Design vga_pixel_src_flat, sky130hd; sources not shown.
io_fan.png
Drawn at 1 px/um.
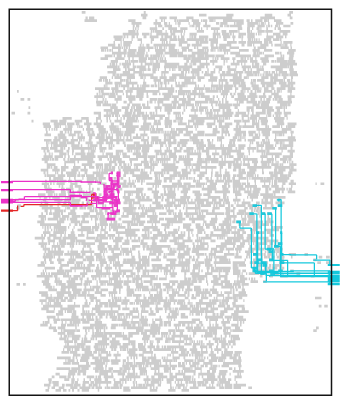
[wr_wr_valid] red | bits: 1 | direction: input | edge: left | end cells: 2 | buffers: 1 | wire: 104 um
[wr_wr_addr] magenta | bits: 5 | direction: input | edge: left | end cells: 41 | buffers: 5 | wire: 803 um
[row_addr] cyan | bits: 9 | direction: input | edge: right | end cells: 28 | buffers: 9 | wire: 1210 um
# IOs: 65
PortBufs: 64

congestion.png
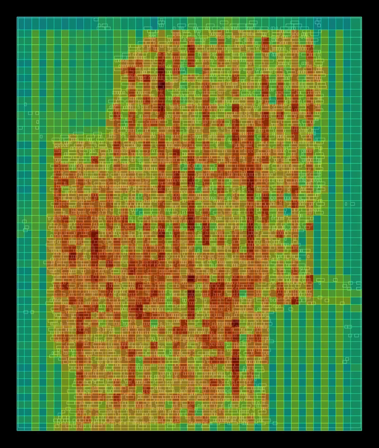
Tot GR Track Use: 21.9%
met3 GRT Util: 2.03%

detail.png
Window x 140 to 180, y 249 to 289 um. Cells in gray, sequential cells in the stronger gray; small squares are vias.
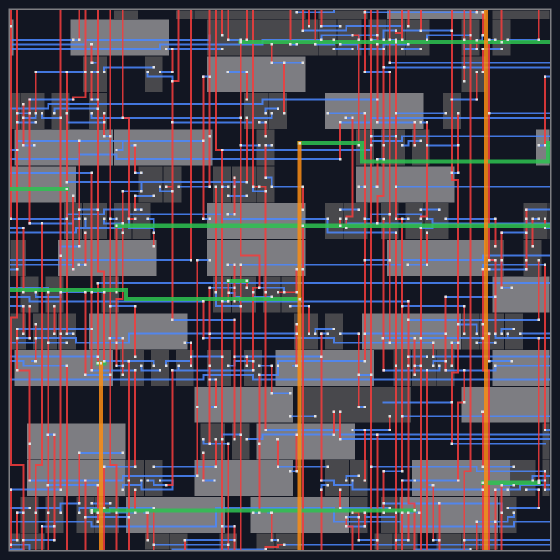
[metal 3] green
[metal 4] orange
[metal 2] red
[metal 1] blue
sequential cells in the window: 27
most frequent: nand2_1 (50), dfxtp_1 (27), a21oi_1 (25)
cells with their middle in the window: 104

==> results_dict.tcl <==
# metrics dict for downstream scripts
set metrics [dict create \
    status "finished clean" \
    cts_resized 0 \
    area_delta_synth_final_pct 4.28 \
    final.setup.tns_ps 0 \
    ys_seq_share_pct 49.8 \
    finalClockPeriodUsage_pct 79.3 \
    fillerInstances 12100 \
    max_slew.worst_pin.slew_ps 1160 \
    layout-drive-gt1-share_pct 6.03 \
    drc_errors 0 \
    layout_top_cells "nand2_1, dfxtp_1, a21oi_1, nand3_1, mux4_2" \
    post_cts_buffers 0 \
    yosysChipArea_sq_um 48800 \
    maxCapViolCount 0 \
    clk_path_buf_depth 3 \
    reg2reg_depth 10 \
    top_cells_by_area "dfxtp_1, nand2_1, a21oi_1" \
    antenna_found_initial 5 \
    synthCells 5867 \
    fin_crit_ps 9200 \
    total_power_w 0.00644 \
    rows 140 \
    overflow 0 \
    synth_top_flop_cell "dfxtp_1" \
    cts.clk_slew.worst_paths_ps 140 \
    grt_pass1_wl_um 212000 \
    crit_fanout 59 \
    dieArea_sq_um 123000 \
    synth_top_cell_by_area "dfxtp_1" \
    slew_violations 0 \
    avgSynthCellArea_sq_um 8.31 \
    skew_ps 34.8 \
    worst_ir_drop_vdd_mv 0.0913 \
    hpwl_um 76200 \
    finalWirelength_um 139000 \
    postCtsHoldBufs 0 \
    slew_headroom_pct 22.5 \
    async_flop_share_pct 0 \
    slowest_delay_ps 650 \
    ys_cells 5867 \
    arrival_ps 5720 \
    vias 38900 \
    h-tree-depth 2 \
    vias_per_cell 5.42 \
    ys_types 78 \
    critPathLaunchType "primary input" \
    tool_warnings 41 \
    top_cell_area_share_pct 49.8 \
    worstPathCellList "clkdlybuf4s50_1, nand2b_4, and2_1, clkdlybuf4s50_1" \
    core-area_sq_um 121000 \
    initCoreUtil_pct 40.2 \
    p_leak_nw 15.5 \
    ys_ff 1213 \
    final_antenna_net_count 0 \
    finalSetupViolations 0 \
    cts_tree "built" \
    path_common_cell "clkdlybuf4s50_1" \
    die_h_um 385 \
    fin_nets 5640 \
    synth_area_sq_um 48800 \
    cp.required_ps 8120 \
    max_freq_ghz 0.109 \
    cp-end-kind "output pin" \
    whs_path_depth 2 \
    wl_per_cell_um 19.4 \
    fin_ws_ps 2400 \
    insertedDiodeCount 0 \
    place.gp.congestion 0.842 \
    root_buffer "clkbuf_16" \
    rsz0062_at_grt "false" \
    firstDrtPassIters 6 \
    grt_pass1_vias 35300 \
    critical_path_class "in -> out" \
]
-- metrics by stage --
stage               hold WS, ps  util (%)  std cells
finish                      440      42.0       7173
global route                465      42.0       7173
CTS                         430      41.9       7172
detailed placement          442      41.2       7132
global placement            435      41.1       7131
floorplan                   425         -       5344
-- routing by layer --
layer	routed length, um	part of all wire (%)	up-vias	GRT usage, %
met5	65	0.047	-	0
met4	4100	2.9	10	6.34
met3	6840	4.9	151	2.03
met2	67700	49	1007	37.8
met1	60700	44	19000	29.1
li1	-	-	18800	-
-- report_power, final --
group          switching (W)  internal [W]  total [W]
clock                0.00125      0.000581    0.00183
sequential        0.00000303       0.00417    0.00418
combinational       0.000341     0.0000910   0.000432
total                0.00159       0.00484    0.00644
-- logic make-up (layout without fill, tap and decap cells) --
group                    after synthesis  in the layout  synth area share [%]
AND/OR/NAND/NOR                     2542           2542                  20.9
AND-OR/OR-AND                       1218           1218                  13.0
flip-flops                          1213           1213                  49.8
buffers and inverters                559            232                  5.19
multiplexers                         272            272                  9.61
adder cells (fa/ha/maj)               41             41                  1.08
XOR/XNOR                              22             22                 0.426
-- cell type report --
class / instances / area (sq um) / area share (%)
sequential: 1213 / 24300 / 47.7
clock inverter: 4 / 57.6 / 0.113
timing repair buffer: 156 / 1370 / 2.68
multi-input combinational: 4095 / 22100 / 43.4
tap: 1633 / 2040 / 4.02
inverter: 36 / 135 / 0.266
clock buffer: 36 / 901 / 1.77
-- cell usage after synthesis (all sizes together), types with 8 or more instances --
library cell,instances
nand2,2049
dfxtp,1213
a21oi,1132
clkbuf,357
nand3,252
buf,166
mux4,154
nor2,135
mux2i,114
ha,39
inv,35
nor3,22
nor2b,16
o21ai,15
xnor2,14
nand2b,13
nand4,11
a22oi,10
and2,10
and3,10
xor2,8
-- critical path, delay by kind of cell --
family                 cells  cell delay [ps]
buffers and inverters      2             1190
AND/OR/NAND/NOR            2             1000
